### src/rtl/ifu_fetch.sv
// Instruction fetch unit: owns the PC, keeps one imem request outstanding at a time,
// and hands {inst, pc, err} to decode. Execute redirects kill any wrong-path fetch.
module ifu_fetch #(
    parameter logic [31:0] RESET_PC = 32'h8000_0000,
    parameter logic [31:0] INST_NOP = 32'h0000_0013
) (
    input  logic        clk,
    input  logic        rst,
    output logic        imem_req_valid,
    input  logic        imem_req_ready,
    output logic [31:0] imem_req_addr,
    input  logic        imem_rsp_valid,
    input  logic [31:0] imem_rsp_data,
    input  logic        imem_rsp_err,
    input  logic        redirect_valid,
    input  logic [31:0] redirect_pc,
    output logic        out_valid,
    input  logic        out_ready,
    output logic [31:0] out_inst,
    output logic [31:0] out_pc,
    output logic        out_err,
    output logic [31:0] fetch_count
);

    typedef enum logic [1:0] {S_REQ, S_WAIT, S_HOLD} state_t;

    state_t      state, state_nx;
    logic [31:0] pc, pc_nx;
    logic [31:0] inst_q, inst_nx;
    logic [31:0] cnt_nx;
    logic        drop, drop_nx;
    logic        err_q, err_nx;
    logic [31:0] redir_pc;
    logic        req_fire;

    assign redir_pc = redirect_pc & 32'hFFFF_FFFC;
    assign req_fire = imem_req_valid && imem_req_ready;

    always_ff @(posedge clk or negedge rst) begin
        if (!rst) begin
            state       <= S_REQ;
            pc          <= RESET_PC;
            drop        <= 1'b0;
            inst_q      <= INST_NOP;
            err_q       <= 1'b0;
            fetch_count <= 32'd0;
        end else begin
            state       <= state_nx;
            pc          <= pc_nx;
            drop        <= drop_nx;
            inst_q      <= inst_nx;
            err_q       <= err_nx;
            fetch_count <= cnt_nx;
        end
    end

    always_comb begin
        state_nx = state;
        pc_nx    = pc;
        drop_nx  = drop;
        inst_nx  = inst_q;
        err_nx   = err_q;
        cnt_nx   = fetch_count;
        case (state)
            S_REQ: begin
                if (redirect_valid) pc_nx = redir_pc;
                if (req_fire) begin
                    state_nx = S_WAIT;
                    // a redirect racing the handshake leaves a stale request in flight
                    drop_nx  = redirect_valid;
                end
            end
            S_WAIT: begin
                if (redirect_valid) pc_nx = redir_pc;
                if (imem_rsp_valid) begin
                    if (drop || redirect_valid) begin
                        state_nx = S_REQ;
                        drop_nx  = 1'b0;
                    end else begin
                        state_nx = S_HOLD;
                        inst_nx  = imem_rsp_data;
                        err_nx   = imem_rsp_err;
                    end
                end else if (redirect_valid) begin
                    drop_nx = 1'b1;
                end
            end
            S_HOLD: begin
                if (redirect_valid) begin
                    pc_nx    = redir_pc;
                    state_nx = S_REQ;
                end else if (out_ready) begin
                    pc_nx    = pc + 32'd4;
                    cnt_nx   = fetch_count + 32'd1;
                    state_nx = S_REQ;
                end
            end
            default: state_nx = S_REQ;
        endcase
    end

    // rst gates the request so nothing is presented while the core is held in reset
    assign imem_req_valid = rst && (state == S_REQ);
    assign imem_req_addr  = pc;
    assign out_valid      = (state == S_HOLD) && !redirect_valid;
    assign out_inst       = (state == S_HOLD) ? inst_q : INST_NOP;
    assign out_err        = (state == S_HOLD) && err_q;
    assign out_pc         = pc;

    a_rsp_in_wait: assert property (@(posedge clk) disable iff (!rst)
        imem_rsp_valid |-> state == S_WAIT);

endmodule

### config.mk
export PLATFORM = sky130hd
export DESIGN_NAME = ifu_fetch
export DESIGN_NICKNAME = d
export VERILOG_FILES = /design/src/rtl/ifu_fetch.sv
export SDC_FILE = /design/constraint.sdc
export NUM_CORES = 1
export LEC_CHECK = 0
export ABC_AREA = 1
export CAP_MARGIN = 30
export CORE_MARGIN = 2
export CORE_UTILIZATION = 45
export DETAILED_ROUTE_END_ITERATION = 16
export PLACE_DENSITY_LB_ADDON = 0.05
export SLEW_MARGIN = 20
export SYNTH_ARGS = -nofsm -noshare
export SYNTH_HDL_FRONTEND = slang
export SYNTH_SLANG_ARGS = --single-unit
### constraint.sdc
create_clock -name clk -period 1.9 [get_ports clk]
set_input_delay 0.38 -clock clk [delete_from_list [all_inputs] [get_ports clk]]
set_output_delay 0.38 -clock clk [all_outputs]
set_load 0.02 [all_outputs]
layer_met1.png
Supply wires on this layer in grey.
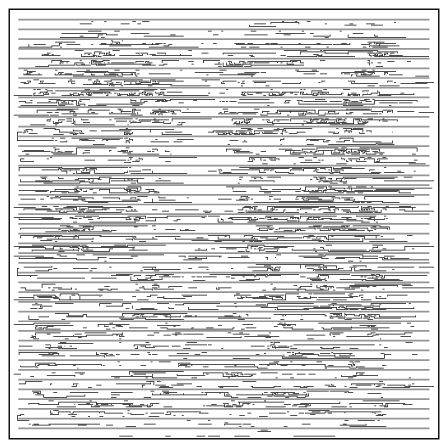
main direction: horizontal
wire length on this layer: 7300 um
nets with wire on the layer: 990
longest straight run: 36.8 um
share of all routed wire: 44%
routing usage on met1: 30.4%
DRT Wirelength: 16600 um
Via Count: 5930

layer_met2.png
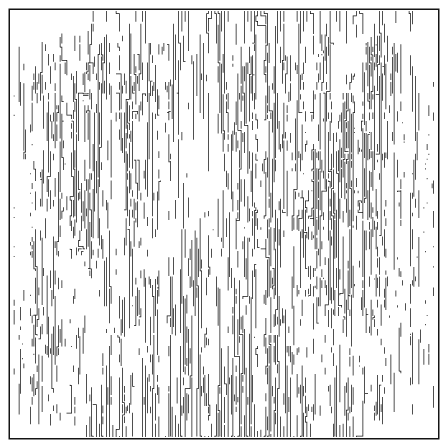
longest straight run: 48.3 um
main direction: vertical
nets with wire on the layer: 891
wire length on this layer: 8280 um

==> results.json <==
{
  "tightestPinTransition_ns": 0.534,
  "diodes": 0,
  "wl_met2_um": 8280,
  "status": "finished clean",
  "top_cells_by_count": "238 x nand2_1, 157 x nor2_1, 94 x dfrtp_1, 88 x inv_1, 55 x nand3_1",
  "aoi_share_pct": 8.46,
  "synth.most_common_cell": "nand2_1",
  "layout_top_cells": "236 x nand2_1, 156 x nor2_1, 134 x clkdlybuf4s50_1",
  "internal-power_mw": 5.26,
  "fp_util_pct": 45.8,
  "regArea_um2": 2460,
  "max_freq_mhz": 534,
  "gp_congestion": 0.906,
  "seq_area_frac_synth_pct": 40.8,
  "clock_net_power_mw": 1.69,
  "viasPerCell": 4.79,
  "post_drt_wl_per_cell_um": 13.4,
  "drive_gt1_share_pct": 12.8,
  "ir_drop_uv": 588,
  "ff_type": "dfrtp_1",
  "die_h_um": 120,
  "die_w_um": 120,
  "ys_cells": 856
}
layer_met3.png
The bar under the picture is 20 um long.
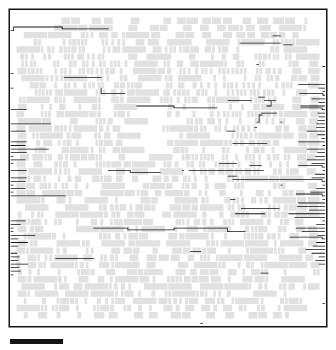
wire length on this layer: 795 um
main direction: horizontal
nets with wire on the layer: 107

## area by class of cell
cell class | count | area share [%]
clock inverters | 4 | 0.338
inverters | 91 | 4.01
well taps | 176 | 2.59
flip-flops and latches | 98 | 28.9
clock buffers | 12 | 2.78
multi-input cells | 614 | 33.7
repair buffers | 243 | 27.7
## repair_timing
action,CTS,global route
gates cloned,0,0
setup buffers,1,2
setup endpoints to repair,44,42
pin swaps,1,2
gates resized,107,39
## stage by stage
step                utilization (%)  instance area (um2)  instances
floorplan                         -                 6030        859
global placement               62.5                 8210       1219
detailed placement             62.5                 8210       1219
CTS                            64.8                 8520       1236
global route                   64.8                 8510       1238
finish                         64.8                 8510       1238
